### Metal 1

Cells faint in the background.
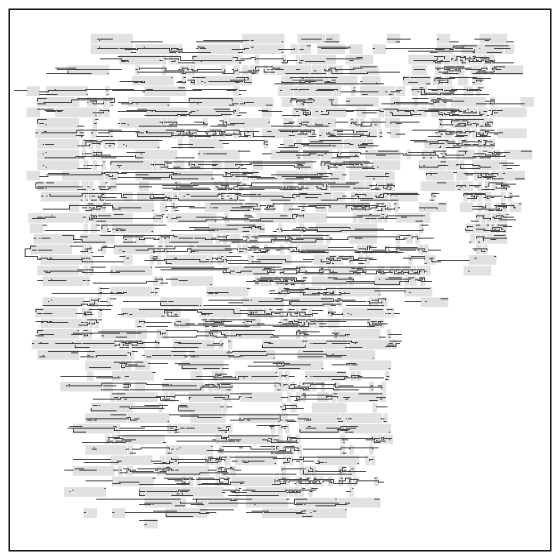
### Signal wires on met2

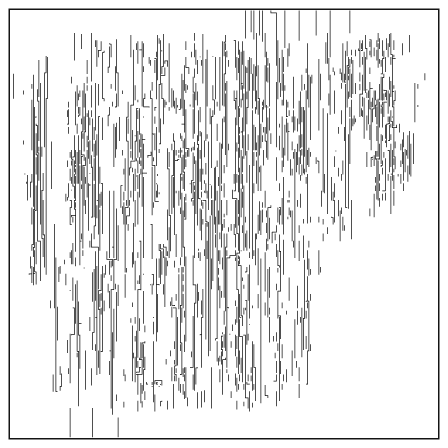
### M4 wires

Cells faint in the background.
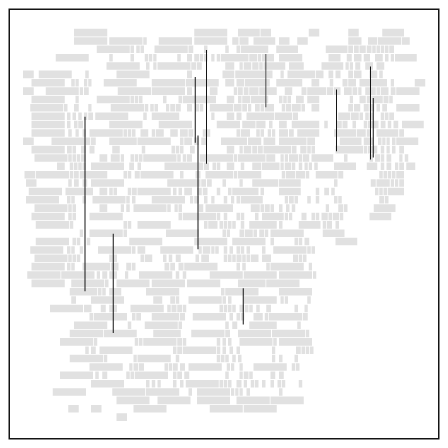
### Routing congestion map

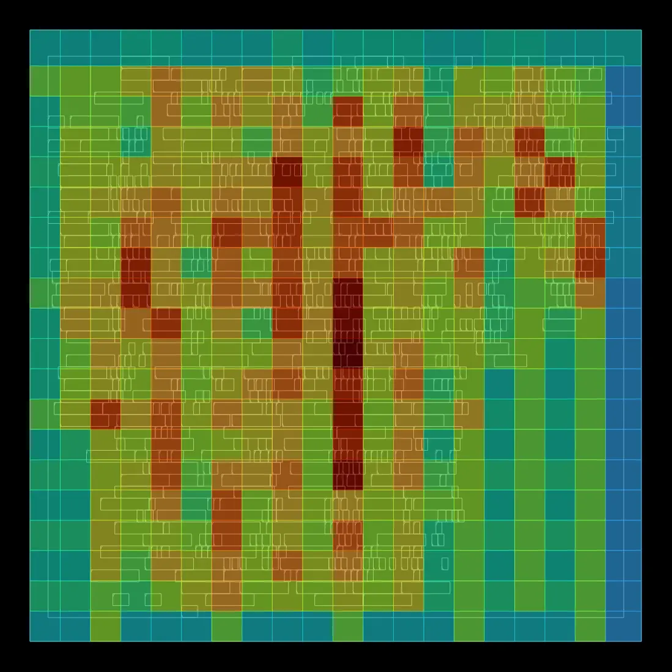
--- config.mk ---
export PLATFORM = sky130hd
export DESIGN_NAME = uart_tx_fifo_flat
export DESIGN_NICKNAME = d
export VERILOG_FILES = /design/src/rtl/uart_tx_fifo_pkg.sv /design/src/rtl/uart_tx_fifo_if.sv /design/src/rtl/uart_tx_fifo_sync_fifo.sv /design/src/rtl/uart_tx_fifo.sv /design/src/flat_wrapper.sv
export SDC_FILE = /design/constraint.sdc
export NUM_CORES = 1
export LEC_CHECK = 0
export ABC_AREA = 1
export ABC_CLOCK_PERIOD_IN_PS = 2600
export CORE_MARGIN = 4
export CORE_UTILIZATION = 42
export CTS_CLUSTER_SIZE = 16
export DETAILED_ROUTE_END_ITERATION = 16
export PLACE_DENSITY = 0.59
export SETUP_SLACK_MARGIN = 0.4
export SYNTH_ARGS = -nofsm -noshare
export SYNTH_HDL_FRONTEND = slang
export SYNTH_SLANG_ARGS = --single-unit
--- constraint.sdc ---
create_clock -name sysclk_in -period 2.6 [get_ports sysclk_in]
set_input_delay 0.52 -clock sysclk_in [delete_from_list [all_inputs] [get_ports sysclk_in]]
set_output_delay 0.52 -clock sysclk_in [all_outputs]
set_load 0.05 [all_outputs]
--- src/rtl/uart_tx_fifo_pkg.sv ---
// uart_pkg: shared UART types and constants.
//   parity_e    : PARITY_NONE / PARITY_EVEN / PARITY_ODD parity selection
//   tx_state_e  : transmitter FSM state encoding (plain 3-bit vector with
//                 named localparam constants, so legacy code can use them too)
//   parity_bit  : parity of a payload word (zero-extend narrower words to 9 bits)
package uart_pkg;

  typedef enum logic [1:0] {
    PARITY_NONE = 2'd0,
    PARITY_EVEN = 2'd1,
    PARITY_ODD  = 2'd2
  } parity_e;

  typedef logic [2:0] tx_state_e;
  localparam tx_state_e ST_IDLE   = 3'd0;
  localparam tx_state_e ST_START  = 3'd1;
  localparam tx_state_e ST_DATA   = 3'd2;
  localparam tx_state_e ST_PARITY = 3'd3;
  localparam tx_state_e ST_STOP   = 3'd4;

  // Even parity makes the total count of ones even (bit = ^d);
  // odd parity makes it odd (bit = ~^d).
  function automatic logic parity_bit(input logic [8:0] d, input parity_e p);
    return (p == PARITY_ODD) ? ~^d : ^d;
  endfunction

endpackage

--- src/rtl/uart_tx_fifo_if.sv ---
// uart_tx_fifo_if: write-side handshake of the buffered UART transmitter.
//   wr_data_in     : word to queue               (master -> slave)
//   wr_valid_in    : push request                (master -> slave)
//   wr_ready_out   : FIFO not full, registered   (slave  -> master)
//   fifo_level_out : occupied FIFO entries       (slave  -> master)
interface uart_tx_fifo_if #(
  parameter int DATA_BITS  = 8,
  parameter int FIFO_DEPTH = 16
);
  logic [DATA_BITS-1:0]          wr_data_in;
  logic                          wr_valid_in;
  logic                          wr_ready_out;
  logic [$clog2(FIFO_DEPTH):0]   fifo_level_out;

  modport master (output wr_data_in, wr_valid_in, input wr_ready_out, fifo_level_out);
  modport slave  (input wr_data_in, wr_valid_in, output wr_ready_out, fifo_level_out);
endinterface

--- src/rtl/uart_tx_fifo_sync_fifo.sv ---
// sync_fifo: single-clock FIFO, pointer based with one extra pointer MSB to
// tell full from empty. First-word fall-through: rdata shows the head entry
// whenever empty=0.
//   clk, rst_n : clock, synchronous active-low reset (flushes pointers)
//   push/wdata : write; ignored unless ready=1
//   pop/rdata  : read head; ignored while empty
//   ready      : registered !full
//   empty      : no entries
//   level      : occupied entries, 0..DEPTH
module sync_fifo #(
  parameter int WIDTH = 8,
  parameter int DEPTH = 16
) (
  input  logic                     clk,
  input  logic                     rst_n,
  input  logic                     push,
  input  logic [WIDTH-1:0]         wdata,
  input  logic                     pop,
  output logic [WIDTH-1:0]         rdata,
  output logic                     ready,
  output logic                     empty,
  output logic [$clog2(DEPTH):0]   level
);
  localparam int AW = $clog2(DEPTH);

  logic [WIDTH-1:0] mem_q [DEPTH];
  logic [AW:0]      wptr_q, wptr_d, rptr_q, rptr_d;
  logic             ready_q, ready_d;
  logic             push_ok, pop_ok;

  // A push in the same cycle as a pop while full is refused because ready
  // still reflects the full state; the pop alone goes through.
  assign push_ok = push & ready_q;
  assign pop_ok  = pop & ~empty;

  always_comb begin
    wptr_d  = wptr_q + {{AW{1'b0}}, push_ok};
    rptr_d  = rptr_q + {{AW{1'b0}}, pop_ok};
    ready_d = ~((wptr_d[AW] != rptr_d[AW]) && (wptr_d[AW-1:0] == rptr_d[AW-1:0]));
  end

  always_ff @(posedge clk) begin
    if (!rst_n) begin
      wptr_q  <= '0;
      rptr_q  <= '0;
      ready_q <= 1'b1;
    end else begin
      wptr_q  <= wptr_d;
      rptr_q  <= rptr_d;
      ready_q <= ready_d;
    end
  end

  always_ff @(posedge clk) begin
    if (push_ok) mem_q[wptr_q[AW-1:0]] <= wdata;
  end

  assign rdata = mem_q[rptr_q[AW-1:0]];
  assign ready = ready_q;
  assign empty = (wptr_q == rptr_q);
  assign level = wptr_q - rptr_q;
endmodule

--- src/rtl/uart_tx_fifo.sv ---
// uart_tx_fifo: buffered UART transmitter. Words pushed through wr_if are
// queued in a sync_fifo and serialised back-to-back:
//   start(0), DATA_BITS LSB first, optional parity, STOP_BITS stop(1).
// Every bit edge lands on a baudpulse_in tick; each bit lasts OVERSAMPLING ticks.
// Ports:
//   sysclk_in      : system clock, all logic on posedge
//   nrst_in        : synchronous active-low reset; aborts any frame in flight
//   baudpulse_in   : 1-cycle oversample tick from the baud generator
//   wr_if (slave)  : wr_data_in / wr_valid_in / wr_ready_out / fifo_level_out
//   tx_serial_out  : serial line, idle high, driven from a flop
//   tx_busy_out    : frame in progress (low for the one IDLE cycle between frames)
//   tx_done_out    : 1-cycle pulse on the final stop-bit tick
//   cts_n_in       : clear-to-send, active low; present only with UART_TX_CTS_EN
// Macro UART_TX_CTS_EN: gate frame starts on a synchronised cts_n_in.
module uart_tx_fifo
  import uart_pkg::*;
#(
  parameter int DATA_BITS    = 8,
  parameter int OVERSAMPLING = 8,
  parameter int FIFO_DEPTH   = 16,
  parameter int PARITY       = 0,
  parameter int STOP_BITS    = 1
) (
  input  logic          sysclk_in,
  input  logic          nrst_in,
  input  logic          baudpulse_in,
  uart_tx_fifo_if.slave wr_if,
  output logic          tx_serial_out,
  output logic          tx_busy_out,
  output logic          tx_done_out
`ifdef UART_TX_CTS_EN
  ,
  input  logic          cts_n_in
`endif
);
  localparam int      TW  = $clog2(OVERSAMPLING) + 1;
  localparam int      BW  = $clog2(DATA_BITS) + 1;
  localparam parity_e PAR = parity_e'(2'(PARITY));

  tx_state_e             state_q, state_d;
  logic [TW-1:0]         tick_q, tick_d;
  logic [BW-1:0]         bit_q, bit_d;
  logic [DATA_BITS-1:0]  shift_q, shift_d;
  logic                  par_q, par_d;
  logic                  line_q, line_d;
  logic                  done_q, done_d;
  logic                  lead_q, lead_d;    // word loaded, waiting for the start-bit tick
  logic                  pop;
  logic                  fifo_empty;
  logic [DATA_BITS-1:0]  fifo_rdata;
  logic                  bit_end;
  logic                  cts_ok;

  sync_fifo #(.WIDTH(DATA_BITS), .DEPTH(FIFO_DEPTH)) u_fifo (
    .clk   (sysclk_in),
    .rst_n (nrst_in),
    .push  (wr_if.wr_valid_in),
    .wdata (wr_if.wr_data_in),
    .pop   (pop),
    .rdata (fifo_rdata),
    .ready (wr_if.wr_ready_out),
    .empty (fifo_empty),
    .level (wr_if.fifo_level_out)
  );

`ifdef UART_TX_CTS_EN
  logic [1:0] cts_sync_q, cts_sync_d;
  assign cts_sync_d = {cts_sync_q[0], cts_n_in};
  always_ff @(posedge sysclk_in) begin
    if (!nrst_in) cts_sync_q <= 2'b11;
    else          cts_sync_q <= cts_sync_d;
  end
  // Only the IDLE pop looks at CTS, so a frame already started always completes.
  assign cts_ok = ~cts_sync_q[1];
`else
  assign cts_ok = 1'b1;
`endif

  // Tick that closes the current bit; the next bit's level goes out on it.
  assign bit_end = baudpulse_in && (tick_q == TW'(OVERSAMPLING - 1));

  always_comb begin
    state_d = state_q;
    tick_d  = tick_q;
    bit_d   = bit_q;
    shift_d = shift_q;
    par_d   = par_q;
    line_d  = line_q;
    lead_d  = lead_q;
    done_d  = 1'b0;
    pop     = 1'b0;

    if (baudpulse_in && (state_q != ST_IDLE) && !lead_q)
      tick_d = bit_end ? '0 : tick_q + TW'(1);

    case (state_q)
      ST_IDLE: begin
        if (!fifo_empty && cts_ok) begin
          pop     = 1'b1;
          shift_d = fifo_rdata;
          par_d   = parity_bit(9'(fifo_rdata), PAR);
          lead_d  = 1'b1;
          state_d = ST_START;
        end
      end
      ST_START: begin
        if (lead_q) begin
          if (baudpulse_in) begin
            line_d = 1'b0;
            lead_d = 1'b0;
            tick_d = '0;
          end
        end else if (bit_end) begin
          line_d  = shift_q[0];
          shift_d = shift_q >> 1;
          bit_d   = '0;
          state_d = ST_DATA;
        end
      end
      ST_DATA: begin
        if (bit_end) begin
          if (bit_q == BW'(DATA_BITS - 1)) begin
            if (PAR != PARITY_NONE) begin
              line_d  = par_q;
              state_d = ST_PARITY;
            end else begin
              line_d  = 1'b1;
              bit_d   = '0;
              state_d = ST_STOP;
            end
          end else begin
            line_d  = shift_q[0];
            shift_d = shift_q >> 1;
            bit_d   = bit_q + BW'(1);
          end
        end
      end
      ST_PARITY: begin
        if (bit_end) begin
          line_d  = 1'b1;
          bit_d   = '0;
          state_d = ST_STOP;
        end
      end
      ST_STOP: begin
        // Line stays high through IDLE; a queued word's start bit goes out on
        // the very next tick, so frames run back-to-back with no idle bit.
        if (bit_end) begin
          if (bit_q == BW'(STOP_BITS - 1)) begin
            done_d  = 1'b1;
            state_d = ST_IDLE;
          end else begin
            bit_d = bit_q + BW'(1);
          end
        end
      end
      default: state_d = ST_IDLE;
    endcase
  end

  always_ff @(posedge sysclk_in) begin
    if (!nrst_in) begin
      state_q <= ST_IDLE;
      tick_q  <= '0;
      bit_q   <= '0;
      shift_q <= '0;
      par_q   <= 1'b0;
      line_q  <= 1'b1;
      done_q  <= 1'b0;
      lead_q  <= 1'b0;
    end else begin
      state_q <= state_d;
      tick_q  <= tick_d;
      bit_q   <= bit_d;
      shift_q <= shift_d;
      par_q   <= par_d;
      line_q  <= line_d;
      done_q  <= done_d;
      lead_q  <= lead_d;
    end
  end

  assign tx_serial_out = line_q;
  assign tx_busy_out   = (state_q != ST_IDLE);
  assign tx_done_out   = done_q;
endmodule

--- src/flat_wrapper.sv ---
// flat-port wrapper written by rule: the top's interface ports become plain ports
module uart_tx_fifo_flat import uart_pkg::*;
#(
  parameter int DATA_BITS    = 8,
  parameter int OVERSAMPLING = 8,
  parameter int FIFO_DEPTH   = 16,
  parameter int PARITY       = 0,
  parameter int STOP_BITS    = 1
)
  (sysclk_in, nrst_in, baudpulse_in, tx_serial_out, tx_busy_out, tx_done_out, wr_if_wr_data_in, wr_if_wr_valid_in, wr_if_wr_ready_out, wr_if_fifo_level_out);
  uart_tx_fifo_if #(.DATA_BITS(DATA_BITS), .FIFO_DEPTH(FIFO_DEPTH)) wr_if_i ();
  input  logic sysclk_in;
  input  logic nrst_in;
  input  logic baudpulse_in;
  output logic tx_serial_out;
  output logic tx_busy_out;
  output logic tx_done_out;
  input wire logic [$bits(wr_if_i.wr_data_in)-1:0] wr_if_wr_data_in;
  input wire logic [$bits(wr_if_i.wr_valid_in)-1:0] wr_if_wr_valid_in;
  output wire logic [$bits(wr_if_i.wr_ready_out)-1:0] wr_if_wr_ready_out;
  output wire logic [$bits(wr_if_i.fifo_level_out)-1:0] wr_if_fifo_level_out;
  assign wr_if_i.wr_data_in = wr_if_wr_data_in;
  assign wr_if_i.wr_valid_in = wr_if_wr_valid_in;
  assign wr_if_wr_ready_out = wr_if_i.wr_ready_out;
  assign wr_if_fifo_level_out = wr_if_i.fifo_level_out;
  uart_tx_fifo #(.DATA_BITS(DATA_BITS), .OVERSAMPLING(OVERSAMPLING), .FIFO_DEPTH(FIFO_DEPTH), .PARITY(PARITY), .STOP_BITS(STOP_BITS)) u_core (.sysclk_in(sysclk_in), .nrst_in(nrst_in), .baudpulse_in(baudpulse_in), .wr_if(wr_if_i), .tx_serial_out(tx_serial_out), .tx_busy_out(tx_busy_out), .tx_done_out(tx_done_out));
endmodule
==> results_slide.txt <==
Implementation Results

Outcome
  • Result of the run: finished, final reports clean

Clock network
  • Clock latency reported for the late side of the worst-skew pair: 0.43 ns
  • Sinks on the clock net: 161
  • # H-tree levels: 4
  • CTS root buf: clkbuf_16
  • Cts-stage hold buffer count: 0

Yosys
  • Most common flop cell mapped by yosys: edfxtp_1
  • Post-synthesis xor/xnor area fraction: 0.0157
  • Instance tally after logic synthesis: 765
  • FFs w/ async S/R, synth: 0
  • Number of flops mapped to enable cells by yosys: 128
  • MUX share of area: 0
  • AND-OR/OR-AND share of the synthesized area: 0.0375

Routing
  • DR iter-0 viols: 336
  • Total iterations of the first detailed-routing run: 5

Hold path
  • Hold_sp: u_core.tick_q[0]
  • Hold-critical path endpoint: u_core.tick_q[0]

Power
  • Worst vdd ir: 471 µV

Global route
  • Largest net degree at the start of global routing: 67

Timing
  • Final number of hold-violating endpoints: 0
  • Min Tclk post-route: 2.37 ns
  • Relative slew slack: 0.518
  • Setup TNS: 0 ns
  • Fin Clk Skew: 0.0102 ns

Cells and area
  • Share of post-route cells with drive strength above 1: 0.162
  • Number of nets in the layout: 850
  • Most common logic cell in the routed design: nand2_1
  • Most frequent logic cells in the routed design: nand2_1 (240), edfxtp_1 (128), nand3_1 (82), inv_1 (73), nor2_1 (70)

Worst setup path
  • Data arrival time of the critical path: 1.85 ns
  • Cell count of the worst reg-to-reg path: 13
  • RR Startpoint: u_core.u_fifo.wptr_q[1]
  • Critical setup path kind: reg -> out
  • Startpoint kind of the worst setup timing path: register

Floorplanning
  • Fraction of the core area occupied by cells at floorplan: 0.432
  • Number of top-level pins: 21

Placement
  • Weighted congestion reported at the end of routability-driven placement: 0.923
  • Placed cell area: 7960 µm²
  • Final HPWL DP: 10900 µm
  • Number of port buffers: 20

Job
  • Max Cap Violations: 0
About 'Metal 1':
The layer holds 44% of the routed length. The layer carries 7160 µm of wire. 796 nets have wire on it. The wires run mostly horizontal. The longest straight run is 39.1 µm.

About 'Signal wires on met2':
The layer carries 8180 µm of wire. The layer holds 50% of the routed length.
vias after detailed routing: 5255
GR Layer Usage met2: 0.294

About 'M4 wires':
The wires run mostly vertical. The longest straight run is 56.4 µm. The layer holds 1.7% of the routed length. 8 nets have wire on it. The layer carries 280 µm of wire.

About 'Routing congestion map':
global routing met1 resource utilization: 0.225
fraction of the core area covered by cells at the end of the flow: 0.521
GRT Overall Usage: 0.175
routed length per instance: 15.4 µm
GR Layer Usage met3: 0.0364

worst max-delay path, cell delays in order (launching register included):
cell and delay [ns]:
dfxtp_2 0.33, inv_2 0.05, ha_4 0.15, fa_2 0.35, o21ai_2 0.18, xor2_2 0.21, buf_12 0.16
state kept, by name, indices dropped and copies added, names as in the netlist:
signal                count
u_core.u_fifo.mem_q     128
u_core.shift_q            8
u_core.u_fifo.rptr_q      5
u_core.u_fifo.wptr_q      5
u_core.bit_q              4
u_core.tick_q             4
u_core.state_q            3
u_core.lead_q             1
u_core.tx_done_out        1
u_core.tx_serial_out      1
u_core.u_fifo.ready       1
worst max-delay path by stage:
stage,cells past startpoint,startpoint,slack [ns],endpoint
finish,6,u_core.u_fifo.wptr_q[0],0.23,wr_if_fifo_level_out[4]
global route,6,u_core.u_fifo.wptr_q[0],0.17,wr_if_fifo_level_out[4]
CTS,6,u_core.u_fifo.wptr_q[0],0.20,wr_if_fifo_level_out[4]
detailed placement,15,baudpulse_in,-0.06,u_core.u_fifo.ready
global placement,15,baudpulse_in,-0.004,u_core.u_fifo.ready
floorplan,4,u_core.u_fifo.wptr_q[0],0.23,wr_if_fifo_level_out[2]
through the flow:
stage | std cells | setup WS (ns) | hold slack [ns] | power (mW)
detailed placement | 1014 | -0.0614 | 0.456 | 5.57
CTS | 1054 | 0.201 | 0.464 | 7.95
global placement | 1014 | -0.00426 | 0.453 | 5.51
global route | 1059 | 0.175 | 0.483 | 8.45
finish | 1059 | 0.225 | 0.464 | 7.96
floorplan | 765 | 0.233 | 0.444 | 4.81
cell usage after synthesis (3+ instances only):
cell type / number / area share
nand2_1: 242 / 0.13
edfxtp_1: 128 / 0.53
nand3_1: 82 / 0.057
inv_1: 75 / 0.039
nor2_1: 71 / 0.037
dfxtp_1: 33 / 0.091
o21ai_0: 24 / 0.017
a21oi_1: 21 / 0.015
buf_2: 12 / 0.0083
clkbuf_1: 12 / 0.0062
ha_1: 11 / 0.019
xor2_1: 8 / 0.0097
inv_2: 7 / 0.0036
nor3_1: 5 / 0.0035
xnor2_1: 5 / 0.0060
nor2_2: 4 / 0.0035
nand4_1: 3 / 0.0026
layout make-up:
| class | count | area (µm²) | area share |
|---|---|---|---|
| Clock buffer | 17 | 425 | 0.0487 |
| Inverter | 84 | 330 | 0.0378 |
| Tap cell | 220 | 275 | 0.0315 |
| Clock inverter | 15 | 126 | 0.0145 |
| Sequential cell | 161 | 4530 | 0.518 |
| Timing Repair Buffer | 67 | 607 | 0.0694 |
| Multi-Input combinational cell | 495 | 2450 | 0.280 |
power breakdown:
| group | switching, mW | internal, mW |
|---|---|---|
| Clock | 1.07 | 1.25 |
| Sequential | 0.0851 | 2.90 |
| Combinational | 1.67 | 0.987 |
what timing repair did:
| action | in CTS | in global routing |
|---|---|---|
| gates resized | 36 | 7 |
| pin swaps | 14 | 6 |
| setup endpoints to repair | 9 | 14 |
| cloned | 0 | 0 |
| buffers inserted | 8 | 5 |
per-layer routing:
metal	GRT usage	vias up	part of all wire	routed length, µm
li1	-	2633	-	-
met1	0.225	2487	0.44	7160
met2	0.294	110	0.50	8180
met3	0.0364	25	0.042	690
met4	0.0597	0	0.017	280
met5	0	-	0	0
Power and IR drop assume default switching activity.
